### src/rtl/uart_apb_fifo_slave_if.sv
// APB3 bus bundle between the BFM master and the UART FIFO completer.
// Handshake: the master raises PSEL with PENABLE low for one setup cycle, then
// holds PSEL, PENABLE, PADDR, PWRITE and PWDATA stable through the access
// phase. The transfer completes on the first rising edge where
// PSEL & PENABLE & PREADY are all high. PRDATA and PSLVERR are only meaningful
// while PREADY is high and read as 0 otherwise.
interface uart_apb_fifo_slave_if;
  logic        PSEL;
  logic [4:0]  PADDR;
  logic        PENABLE;
  logic        PWRITE;
  logic [31:0] PWDATA;
  logic [31:0] PRDATA;
  logic        PREADY;
  logic        PSLVERR;

  modport master (
    output PSEL, PADDR, PENABLE, PWRITE, PWDATA,
    input  PRDATA, PREADY, PSLVERR
  );

  modport slave (
    input  PSEL, PADDR, PENABLE, PWRITE, PWDATA,
    output PRDATA, PREADY, PSLVERR
  );
endinterface

### src/rtl/uart_apb_fifo_slave.sv
// APB3 completer bridging register accesses to byte-stream TX/RX FIFOs.
// Programmable wait states; illegal accesses complete with PSLVERR.
// Optional feature macro: UART_APB_FIFO_IRQ_EN adds IRQSTAT event flags,
// CTRL interrupt enables and a registered IRQ output.
module uart_apb_fifo_slave #(
  parameter int FIFO_DEPTH  = 16,
  parameter int WAIT_STATES = 0
) (
  input  logic                  PCLK,
  input  logic                  PRESET,
  uart_apb_fifo_slave_if.slave  apb,
  output logic [7:0]            TX_DATA,
  output logic                  TX_VALID,
  input  logic                  TX_READY,
  input  logic [7:0]            RX_DATA,
  input  logic                  RX_VALID,
  output logic                  RX_READY,
  output logic                  IRQ,
  output logic                  dbg_state
);

  localparam int AW = $clog2(FIFO_DEPTH);
  localparam int CW = AW + 1;
  localparam logic [CW-1:0] FULL_CNT = CW'(FIFO_DEPTH);
  localparam logic [3:0]    WS       = 4'(WAIT_STATES);

  typedef enum logic {S_IDLE = 1'b0, S_ACCESS = 1'b1} state_t;

  state_t state_q, state_d;
  logic [3:0] wait_q, wait_d;
  logic       pready;

  // Decode of the current bus cycle
  logic [2:0] idx;
  logic       wr, complete, err;
  logic [31:0] rdata;

  // FIFO storage and pointers
  logic [7:0]    tx_mem_q [FIFO_DEPTH];
  logic [7:0]    tx_mem_d [FIFO_DEPTH];
  logic [AW-1:0] tx_wr_q, tx_wr_d, tx_rd_q, tx_rd_d;
  logic [CW-1:0] tx_cnt_q, tx_cnt_d;
  logic [7:0]    rx_mem_q [FIFO_DEPTH];
  logic [7:0]    rx_mem_d [FIFO_DEPTH];
  logic [AW-1:0] rx_wr_q, rx_wr_d, rx_rd_q, rx_rd_d;
  logic [CW-1:0] rx_cnt_q, rx_cnt_d;

  logic tx_full, tx_empty, rx_full, rx_empty;
  logic tx_push, tx_pop, tx_flush, rx_push, rx_pop, rx_flush;
  logic [8:0]  tx_cnt9, rx_cnt9;
  logic [31:0] status;
  logic [1:0]  ctrl_en, irq_evt;
  logic        unused_bits;

  assign idx      = apb.PADDR[4:2];
  assign wr       = apb.PWRITE;
  assign complete = apb.PSEL & apb.PENABLE & pready;
  assign unused_bits = ^{apb.PWDATA[31:8], apb.PADDR[1:0]};

  // FSM state register and wait-state counter
  always_ff @(posedge PCLK or posedge PRESET) begin
    if (PRESET) begin
      state_q <= S_IDLE;
      wait_q  <= '0;
    end else begin
      state_q <= state_d;
      wait_q  <= wait_d;
    end
  end

  // FSM next state: setup enters ACCESS, completion or PSEL drop returns to IDLE
  always_comb begin
    state_d = state_q;
    wait_d  = wait_q;
    case (state_q)
      S_IDLE: begin
        if (apb.PSEL && !apb.PENABLE) begin
          state_d = S_ACCESS;
          wait_d  = '0;
        end
      end
      S_ACCESS: begin
        if (!apb.PSEL) begin
          state_d = S_IDLE;
        end else if (pready) begin
          if (apb.PENABLE) state_d = S_IDLE;
        end else begin
          wait_d = wait_q + 4'd1;
        end
      end
      default: state_d = S_IDLE;
    endcase
  end

  // FSM outputs: ready once the programmed wait states have elapsed
  always_comb begin
    pready    = (state_q == S_ACCESS) && (wait_q == WS);
    dbg_state = state_q;
  end

  assign tx_full  = (tx_cnt_q == FULL_CNT);
  assign tx_empty = (tx_cnt_q == '0);
  assign rx_full  = (rx_cnt_q == FULL_CNT);
  assign rx_empty = (rx_cnt_q == '0);

  // Full/empty decisions use pre-edge state, so an APB push on a full FIFO
  // errors even if the stream side pops on the same edge (and vice versa).
  assign tx_push  = complete & wr & (idx == 3'd0) & ~tx_full;
  assign tx_pop   = ~tx_empty & TX_READY;
  assign tx_flush = complete & wr & (idx == 3'd3) & apb.PWDATA[0];
  assign rx_push  = RX_VALID & ~rx_full;
  assign rx_pop   = complete & ~wr & (idx == 3'd1) & ~rx_empty;
  assign rx_flush = complete & wr & (idx == 3'd3) & apb.PWDATA[1];

  assign TX_DATA  = tx_mem_q[tx_rd_q];
  assign TX_VALID = ~tx_empty;
  assign RX_READY = ~rx_full;

  assign tx_cnt9 = 9'(tx_cnt_q);
  assign rx_cnt9 = 9'(rx_cnt_q);
  assign status  = {6'b0, rx_cnt9, tx_cnt9, 4'b0, rx_empty, rx_full, tx_empty, tx_full};

  // TX FIFO next state; a flush wins over a same-edge stream pop
  always_comb begin
    tx_mem_d = tx_mem_q;
    tx_wr_d  = tx_wr_q;
    tx_rd_d  = tx_rd_q;
    tx_cnt_d = tx_cnt_q;
    if (tx_flush) begin
      tx_wr_d  = '0;
      tx_rd_d  = '0;
      tx_cnt_d = '0;
    end else begin
      if (tx_push) begin
        tx_mem_d[tx_wr_q] = apb.PWDATA[7:0];
        tx_wr_d = tx_wr_q + AW'(1);
      end
      if (tx_pop) tx_rd_d = tx_rd_q + AW'(1);
      tx_cnt_d = tx_cnt_q + CW'(tx_push) - CW'(tx_pop);
    end
  end

  // RX FIFO next state; a flush wins over a same-edge stream push
  always_comb begin
    rx_mem_d = rx_mem_q;
    rx_wr_d  = rx_wr_q;
    rx_rd_d  = rx_rd_q;
    rx_cnt_d = rx_cnt_q;
    if (rx_flush) begin
      rx_wr_d  = '0;
      rx_rd_d  = '0;
      rx_cnt_d = '0;
    end else begin
      if (rx_push) begin
        rx_mem_d[rx_wr_q] = RX_DATA;
        rx_wr_d = rx_wr_q + AW'(1);
      end
      if (rx_pop) rx_rd_d = rx_rd_q + AW'(1);
      rx_cnt_d = rx_cnt_q + CW'(rx_push) - CW'(rx_pop);
    end
  end

  // FIFO state registers
  always_ff @(posedge PCLK or posedge PRESET) begin
    if (PRESET) begin
      for (int i = 0; i < FIFO_DEPTH; i++) begin
        tx_mem_q[i] <= '0;
        rx_mem_q[i] <= '0;
      end
      tx_wr_q  <= '0;
      tx_rd_q  <= '0;
      tx_cnt_q <= '0;
      rx_wr_q  <= '0;
      rx_rd_q  <= '0;
      rx_cnt_q <= '0;
    end else begin
      tx_mem_q <= tx_mem_d;
      tx_wr_q  <= tx_wr_d;
      tx_rd_q  <= tx_rd_d;
      tx_cnt_q <= tx_cnt_d;
      rx_mem_q <= rx_mem_d;
      rx_wr_q  <= rx_wr_d;
      rx_rd_q  <= rx_rd_d;
      rx_cnt_q <= rx_cnt_d;
    end
  end

`ifdef UART_APB_FIFO_IRQ_EN
  logic [1:0] ctrl_en_q, ctrl_en_d;
  logic [1:0] evt_q, evt_d;
  logic       irq_q, irq_d;

  // Interrupt enables, sticky events (set beats same-edge W1C) and IRQ
  always_comb begin
    ctrl_en_d = ctrl_en_q;
    evt_d     = evt_q;
    if (complete && wr && (idx == 3'd3)) ctrl_en_d = apb.PWDATA[3:2];
    if (complete && wr && (idx == 3'd4)) evt_d = evt_q & ~apb.PWDATA[1:0];
    if (tx_pop && !tx_push && !tx_flush && (tx_cnt_q == CW'(1))) evt_d[0] = 1'b1;
    if (RX_VALID && rx_full) evt_d[1] = 1'b1;
    irq_d = (evt_q[0] & ctrl_en_q[0]) | (evt_q[1] & ctrl_en_q[1]) |
            (~rx_empty & ctrl_en_q[1]);
  end

  // Interrupt state registers
  always_ff @(posedge PCLK or posedge PRESET) begin
    if (PRESET) begin
      ctrl_en_q <= '0;
      evt_q     <= '0;
      irq_q     <= 1'b0;
    end else begin
      ctrl_en_q <= ctrl_en_d;
      evt_q     <= evt_d;
      irq_q     <= irq_d;
    end
  end

  assign ctrl_en = ctrl_en_q;
  assign irq_evt = evt_q;
  assign IRQ     = irq_q;
`else
  assign ctrl_en = 2'b00;
  assign irq_evt = 2'b00;
  assign IRQ     = 1'b0;
`endif

  // Register read mux and access legality
  always_comb begin
    err   = 1'b0;
    rdata = '0;
    case (idx)
      3'd0: err = ~wr | tx_full;
      3'd1: begin
        err   = wr | rx_empty;
        rdata = {24'b0, rx_mem_q[rx_rd_q]};
      end
      3'd2: begin
        err   = wr;
        rdata = status;
      end
      3'd3: rdata = {28'b0, ctrl_en, 2'b00};
      3'd4: rdata = {30'b0, irq_evt};
      default: err = 1'b1;
    endcase
  end

  assign apb.PREADY  = pready;
  assign apb.PSLVERR = pready & err;
  assign apb.PRDATA  = (pready && !err && !wr) ? rdata : 32'h0;

endmodule
### src/flat_wrapper.sv
// flat-port wrapper written by rule: the top's interface ports become plain ports
module uart_apb_fifo_slave_flat 
#(
  parameter int FIFO_DEPTH  = 16,
  parameter int WAIT_STATES = 0
)
  (PCLK, PRESET, TX_DATA, TX_VALID, TX_READY, RX_DATA, RX_VALID, RX_READY, IRQ, dbg_state, apb_PSEL, apb_PADDR, apb_PENABLE, apb_PWRITE, apb_PWDATA, apb_PRDATA, apb_PREADY, apb_PSLVERR);
  uart_apb_fifo_slave_if apb_i ();
  input  logic PCLK;
  input  logic PRESET;
  output logic [7:0] TX_DATA;
  output logic TX_VALID;
  input  logic TX_READY;
  input  logic [7:0] RX_DATA;
  input  logic RX_VALID;
  output logic RX_READY;
  output logic IRQ;
  output logic dbg_state;
  input wire logic [$bits(apb_i.PSEL)-1:0] apb_PSEL;
  input wire logic [$bits(apb_i.PADDR)-1:0] apb_PADDR;
  input wire logic [$bits(apb_i.PENABLE)-1:0] apb_PENABLE;
  input wire logic [$bits(apb_i.PWRITE)-1:0] apb_PWRITE;
  input wire logic [$bits(apb_i.PWDATA)-1:0] apb_PWDATA;
  output wire logic [$bits(apb_i.PRDATA)-1:0] apb_PRDATA;
  output wire logic [$bits(apb_i.PREADY)-1:0] apb_PREADY;
  output wire logic [$bits(apb_i.PSLVERR)-1:0] apb_PSLVERR;
  assign apb_i.PSEL = apb_PSEL;
  assign apb_i.PADDR = apb_PADDR;
  assign apb_i.PENABLE = apb_PENABLE;
  assign apb_i.PWRITE = apb_PWRITE;
  assign apb_i.PWDATA = apb_PWDATA;
  assign apb_PRDATA = apb_i.PRDATA;
  assign apb_PREADY = apb_i.PREADY;
  assign apb_PSLVERR = apb_i.PSLVERR;
  uart_apb_fifo_slave #(.FIFO_DEPTH(FIFO_DEPTH), .WAIT_STATES(WAIT_STATES)) u_core (.PCLK(PCLK), .PRESET(PRESET), .apb(apb_i), .TX_DATA(TX_DATA), .TX_VALID(TX_VALID), .TX_READY(TX_READY), .RX_DATA(RX_DATA), .RX_VALID(RX_VALID), .RX_READY(RX_READY), .IRQ(IRQ), .dbg_state(dbg_state));
endmodule
### config.mk
export PLATFORM = sky130hd
export DESIGN_NAME = uart_apb_fifo_slave_flat
export DESIGN_NICKNAME = d
export VERILOG_FILES = /design/src/rtl/uart_apb_fifo_slave_if.sv /design/src/rtl/uart_apb_fifo_slave.sv /design/src/flat_wrapper.sv
export SDC_FILE = /design/constraint.sdc
export NUM_CORES = 1
export LEC_CHECK = 0
export ABC_AREA = 1
export CAP_MARGIN = 20
export CORE_MARGIN = 1
export CORE_UTILIZATION = 50
export CTS_BUF_LIST = sky130_fd_sc_hd__clkbuf_2
export DETAILED_ROUTE_END_ITERATION = 6
export GPL_TIMING_DRIVEN = 0
export HOLD_SLACK_MARGIN = 0.06
export PLACE_DENSITY = 0.65
export SYNTH_ARGS = -nofsm -noshare
export SYNTH_HDL_FRONTEND = slang
export SYNTH_SLANG_ARGS = --single-unit
### constraint.sdc
create_clock -name PCLK -period 32.4 [get_ports PCLK]
set_input_delay 9.72 -clock PCLK [delete_from_list [all_inputs] [get_ports PCLK]]
set_output_delay 9.72 -clock PCLK [all_outputs]
set_load 0.02 [all_outputs]
Fig. 1: run 1, routing congestion map
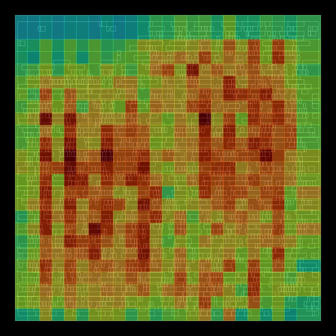
post-detailed-route wirelength per cell: 17.6 um
routing usage on met1: 38.1%
met2 GRT Util: 49.5%
Most Used Layer, Global Route: met2

Fig. 2: run 1, M3 wires
The bar under the picture is 50 um long.
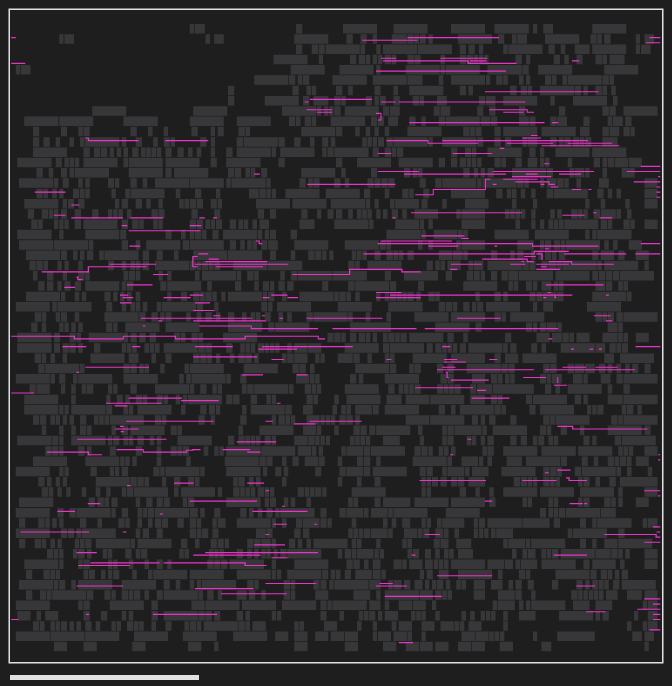
share of all routed wire: 5.6%
main direction: horizontal
wire length on this layer: 2,350 um
total number of vias: 12,900
met3 capacity usage during global routing: 4.90%

Fig. 3: run 1, the metal 2 layer
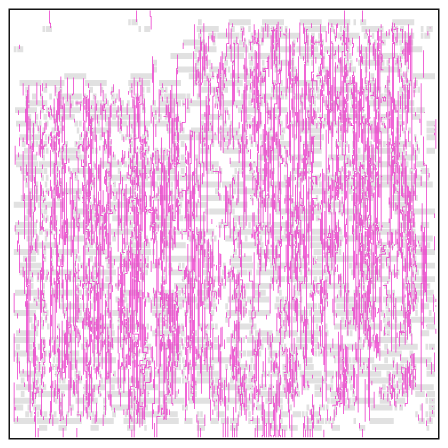
longest straight run: 81.3 um
main direction: vertical
nets with wire on the layer: 1,570
wire length on this layer: 20.3 mm
share of all routed wire: 48%

Fig. 4: run 1, signal wires by layer
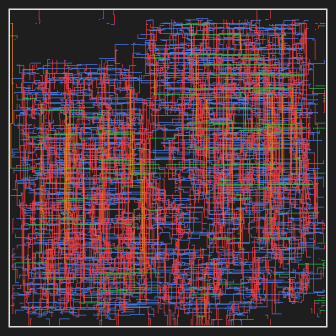
| color | layer | wire length |
|---|---|---|
| red | M2 | 20.3 mm |
| green | M3 | 2,350 um |
| blue | M1 | 17,800 um |
| orange | M4 | 1,650 um |
final routed wirelength across all metal layers: 42,200 um
overall fraction of global-route tracks in use: 29.9%

==> flow_summary.ini, run 1 <==
; implementation run metrics
[worst_setup_path]
crit_cells = 11
crit_path_top_delay_cell = sky130_fd_sc_hd__clkdlybuf4s50_1
critical_path.max_fanout = 10
timing.critical_path.arrival_ns = 12.26
critical_path_destination = apb_PRDATA[8]
critical_path.startpoint_type = input pin
crit_chain = clkdlybuf4s50_1 > inv_1 > nand2_1 > nor2_2 > nand2_1 > nand2_1 > nor2_1 > nand3_1 > buf_2 > nor2_1 > clkdlybuf4s50_1
critPathLaunch = apb_PADDR[4]
timing.reg2reg.setup_slack_ns = 29.32
r2r-start = u_core.tx_cnt_q[2]
sum_of_buffers_and_inverters_on_the_critical_path = 4

[clocking]
ctsRootBufferMaster = sky130_fd_sc_hd__clkbuf_2
cts.repair_timing.setup_buffer_count = 0
cts_made_buffers = 78
tritoncts = yes
clkSinkCount = 287
cts.repair.resized = 0
worst_skew_pair.late_latency_ns = 0.92

[routing]
maxUsedRoutingLayer = met4
route.detailed.vias_per_inst = 5.40
wl_met1_um = 17800
drt-initial-drc-count = 1158
met2RoutedLength_um = 20300
drc = 0

[finish]
layout.non_clock_buffers = 177
final_common_cell = sky130_fd_sc_hd__nand2_1
largest_cell_class = registers
layout.non_clock_inverters = 140
fillers = 2685
flop_area_sq_um = 7180
combAreaFraction_pct = 37.3
seqAreaFraction_pct = 43.9
logic_area_sq_um = 6100
final_core_utilization_pct = 58.1
layout.cells.non_filler = 2392
finish.net_count = 2035
layout.clock.cell_area_share_pct = 4.35
logic_gate_count = 1273
final_layout_top_logic_cells = sky130_fd_sc_hd__nand2_1 (459), sky130_fd_sc_hd__o21ai_0 (366), sky130_fd_sc_hd__dfrtp_1 (287)

[yosys]
dominantRegCellSynth = sky130_fd_sc_hd__dfrtp_1
ys_async_rst_share_pct = 100
muxShareOfSynthArea_pct = 0
netlist_instances = 1805
ys_chip_area_sq_um = 14500
post_synth_edffs = 0
main_logic_family_after_synthesis = simple AND/OR/NAND/NOR gates
ys_cells = 1805
synth.yosys.warnings = 0
yosys.area_share.adder_pct = 2.35
top_cells_by_count = sky130_fd_sc_hd__nand2_1 (459), sky130_fd_sc_hd__o21ai_0 (366), sky130_fd_sc_hd__dfrtp_1 (287), sky130_fd_sc_hd__nor2_1 (192), sky130_fd_sc_hd__inv_1 (136)
synth.cell_area_sq_um = 14500
netlist.top_cell.by_area = sky130_fd_sc_hd__dfrtp_1
ys_seq_elements = 287

[die]
boundaryPins = 98
chipHeight_um = 172
die_x_um = 172
row_count = 61

[min_path]
worst_hold_startpoint = u_core.tx_mem_q[27]
min_delay_worst_endpoint = u_core.tx_mem_q[27]
min_delay_path_depth = 2

[timing]
finalHoldWorstSlack_ns = 0.486
finalWorstPathRequiredPeriod_ns = 21.98
max-slew-margin-rel_pct = 46.0
grt_setup_unrepaired = no
final.setup.tns_ns = 0
layout_setup_ws_ns = 10.42

[place]
placement.cell_area_sq_um = 15600
place.port_buffers = 56
gp_congestion = 0.881
post-dp-hpwl_um = 29800
post-place-ws_ns = 10.45

[global_route]
gr_overflow_total = 0
antenna_violations_before_repair = 1
grt_max_degree = 116

[power_and_ir_drop]
totalPowerFinal_mw = 1.30
vdd_ir_drop_max_v = 0.0000382
power.share.switching_pct = 43.2
total_power_divided_by_cell_area_nw_per_um2 = 79.6
cellInternalPower_mw = 0.739
clock_power_share_pct = 20.7

[flow_run]
openroad.warnings = 63
timing.max_cap.violations = 0

[outcome]
outcome = completed
-- run 1: sequential cells by signal (all words and copies together), names as in the netlist --
name              flops
u_core.rx_mem_q     128
u_core.tx_cnt_q       5
u_core.rx_cnt_q       5
u_core.tx_wr_q        4
u_core.tx_rd_q        4
u_core.rx_rd_q        4
u_core.dbg_state      1
u_core.wait_q         4
u_core.rx_wr_q        4
u_core.tx_mem_q     128
-- run 1: power groups by stage --
stage	Clock [mW]	Sequential [mW]	Combinational [mW]
final	0.269	0.502	0.530
after floorplan	0	0.493	0.361
after global placement	0	0.506	0.514
after CTS	0.273	0.501	0.526
after detailed placement	0	0.507	0.524
after global routing	0.292	0.512	0.597
==> run 1 -> run 2 <==
Clock period 32.4 ns to 22.9 ns, I/O delays scaled along.
Fig. 5: run 2, routing congestion map
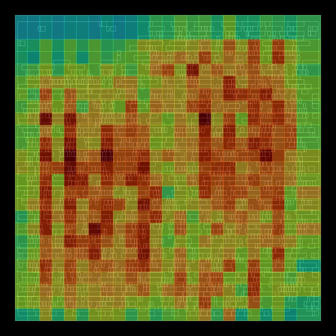
end-of-flow core utilization: 58.1%

==> run 2 against run 1 <==
Critical endpoint unchanged. Combinational power rose by 42%. Global-route usage stayed put. Highest routed layer unchanged. Routed wire length stayed put.
==> flow_summary.ini, run 2 <==
; implementation run metrics
[global_route]
global_route_wire_length_before_repair_um = 67100
groute.layer.met2.usage_pct = 49.5
gr-usage-all-layers_pct = 29.9
met3_usage_pct = 4.90
vias_in_the_first_global_route = 12600
gr_overflow_total = 0
grt_max_degree = 116
gr-usage-met1_pct = 38.1
antenna_violations_before_repair = 1
grt-busiest-layer = met2

[finish]
combAreaFraction_pct = 37.3
layout.clock.cell_area_share_pct = 4.35
layout.non_clock_inverters = 140
largest_cell_class = registers
fin_area_sq_um = 16300
logic_gate_count = 1273
num_antenna_cells = 2
layout-drive-gt1-share_pct = 10.4
final_layout_top_logic_cells = sky130_fd_sc_hd__nand2_1 (459), sky130_fd_sc_hd__o21ai_0 (366), sky130_fd_sc_hd__dfrtp_1 (287)
reg_top3 = u_core.rx_mem_q (128), u_core.tx_mem_q (128)
logic_area_sq_um = 6100
layout.non_clock_buffers = 177
flop_area_sq_um = 7180
seqAreaFraction_pct = 43.9
finish.net_count = 2035
n_sequential_cell = 287
fillers = 2685
area.growth.synth_to_final_pct = 12.9
bufAreaShareNonClock_pct = 8.23
clock_buffers = 120
final_common_cell = sky130_fd_sc_hd__nand2_1
layout.cells.non_filler = 2392

[yosys]
post_synth_edffs = 0
netlist_instances = 1805
ys_async_rst_share_pct = 100
main_logic_family_after_synthesis = simple AND/OR/NAND/NOR gates
netlist.top_cell.by_area = sky130_fd_sc_hd__dfrtp_1
area_share_of_and_or_nand_nor_cells_after_synthesis_pct = 23.1
synthXorXnorAreaFrac_pct = 0.363
ys_seq_elements = 287
count_of_cell_types_in_the_netlist = 35
dominantRegCellSynth = sky130_fd_sc_hd__dfrtp_1
synth.yosys.warnings = 0
ys_sh_aoi_pct = 15.9
ys_cells = 1805
netlist_top_cells_area = sky130_fd_sc_hd__dfrtp_1 (50%), sky130_fd_sc_hd__o21ai_0 (13%), sky130_fd_sc_hd__nand2_1 (12%)
synthesis.area_per_instance_sq_um = 8.02
top_cells_by_count = sky130_fd_sc_hd__nand2_1 (459), sky130_fd_sc_hd__o21ai_0 (366), sky130_fd_sc_hd__dfrtp_1 (287), sky130_fd_sc_hd__nor2_1 (192), sky130_fd_sc_hd__inv_1 (136)
synth.cell_area_sq_um = 14500
synth_largest_type_area_fraction_pct = 49.6
yosys.area_share.adder_pct = 2.35
ys_chip_area_sq_um = 14500
muxShareOfSynthArea_pct = 0

[worst_setup_path]
critical_path.endpoint_type = output port
timing.critical_path.arrival_ns = 9.41
timing.critical_path.slowest_cell_delay_ns = 0.55
critical_path.startpoint_type = input pin
critical_path.max_fanout = 10
sum_of_buffers_and_inverters_on_the_critical_path = 4
cpMostUsedCell = sky130_fd_sc_hd__nand2_1
crit_chain = clkdlybuf4s50_1 > inv_1 > nand2_1 > nor2_2 > nand2_1 > nand2_1 > nor2_1 > nand3_1 > buf_2 > nor2_1 > clkdlybuf4s50_1
crit_required_ns = 16.03
crit_path_top_delay_cell = sky130_fd_sc_hd__clkdlybuf4s50_1

[timing]
final.setup.tns_ns = 0
max-slew-margin-rel_pct = 46.0
report.final.setup_viol = 0
layout_setup_ws_ns = 6.62
timing_hold_violations_final = 0
timing.clock.skew_ns = 0.0770
slew_violations = 0
finalWorstPathRequiredPeriod_ns = 16.28
max_clock_freq_mhz = 61.4
finalHoldWorstSlack_ns = 0.486
grt_setup_unrepaired = no

[die]
chipArea_sq_um = 29700
die_x_um = 172
chipHeight_um = 172
fp_util_pct = 51.4
boundaryPins = 98
row_count = 61

[routing]
met2RoutedLength_um = 20300
drc = 0
avgRoutedWirePerCell_um = 17.6
drt-initial-drc-count = 1158
first_pass_iters = 6
postRouteWirelength_um = 42200
maxUsedRoutingLayer = met4
route.detailed.vias_per_inst = 5.40
route.antenna.remaining_nets = 0
routed-via-count = 12900
wl_met1_um = 17800

[place]
dp.cells = 2255
post-place-ws_ns = 6.65
placement.cell_area_sq_um = 15600
gp_congestion = 0.881
post-dp-hpwl_um = 29800
place.port_buffers = 56

[clocking]
worst_skew_pair.late_latency_ns = 0.92
clk_path_buf_depth = 3
ctsRootBufferMaster = sky130_fd_sc_hd__clkbuf_2
clk_pin_slew_ns = 0.09
cts.repair_timing.setup_buffer_count = 0
cts.repair.resized = 0
cts_made_buffers = 78
clkSinkCount = 287
cts-hold-fix-buffers = 0
tritoncts = yes

[power_and_ir_drop]
combinationalPowerShare_pct = 40.8
total_power_divided_by_cell_area_nw_per_um2 = 113
power.switching_mw = 0.795
leakagePower_nw = 7.85
comb_power_mw = 0.750
vdd_ir_drop_max_v = 0.0000540
clock_power_share_pct = 20.7
pg_seq_mw = 0.710
power_leader = combinational logic
clock_power_mw = 0.380
power.share.switching_pct = 43.2
cellInternalPower_mw = 1.05
totalPowerFinal_mw = 1.84

[outcome]
outcome = completed

[flow_run]
openroad.warnings = 63
timing.max_cap.violations = 0

[min_path]
hold_path.class = register to register
[run 2: worst paths after layout]
| path | start | to | slack, ns | depth (start not counted) |
|---|---|---|---|---|
| max in group asynchronous | PRESET | u_core.rx_mem_q[122] | 15.36 | 3 |
| worst min register to register | u_core.tx_mem_q[27] | u_core.tx_mem_q[27] | 0.49 | 2 |
| worst max-delay path | apb_PADDR[4] | apb_PRDATA[8] | 6.62 | 11 |
| worst min-delay path | u_core.tx_mem_q[27] | u_core.tx_mem_q[27] | 0.49 | 2 |
| worst max register to register | u_core.tx_cnt_q[2] | u_core.tx_cnt_q[4] | 19.82 | 13 |
| min in group asynchronous | PRESET | u_core.wait_q[2] | 6.47 | 2 |
Power is estimated from default activity; no workload was simulated.
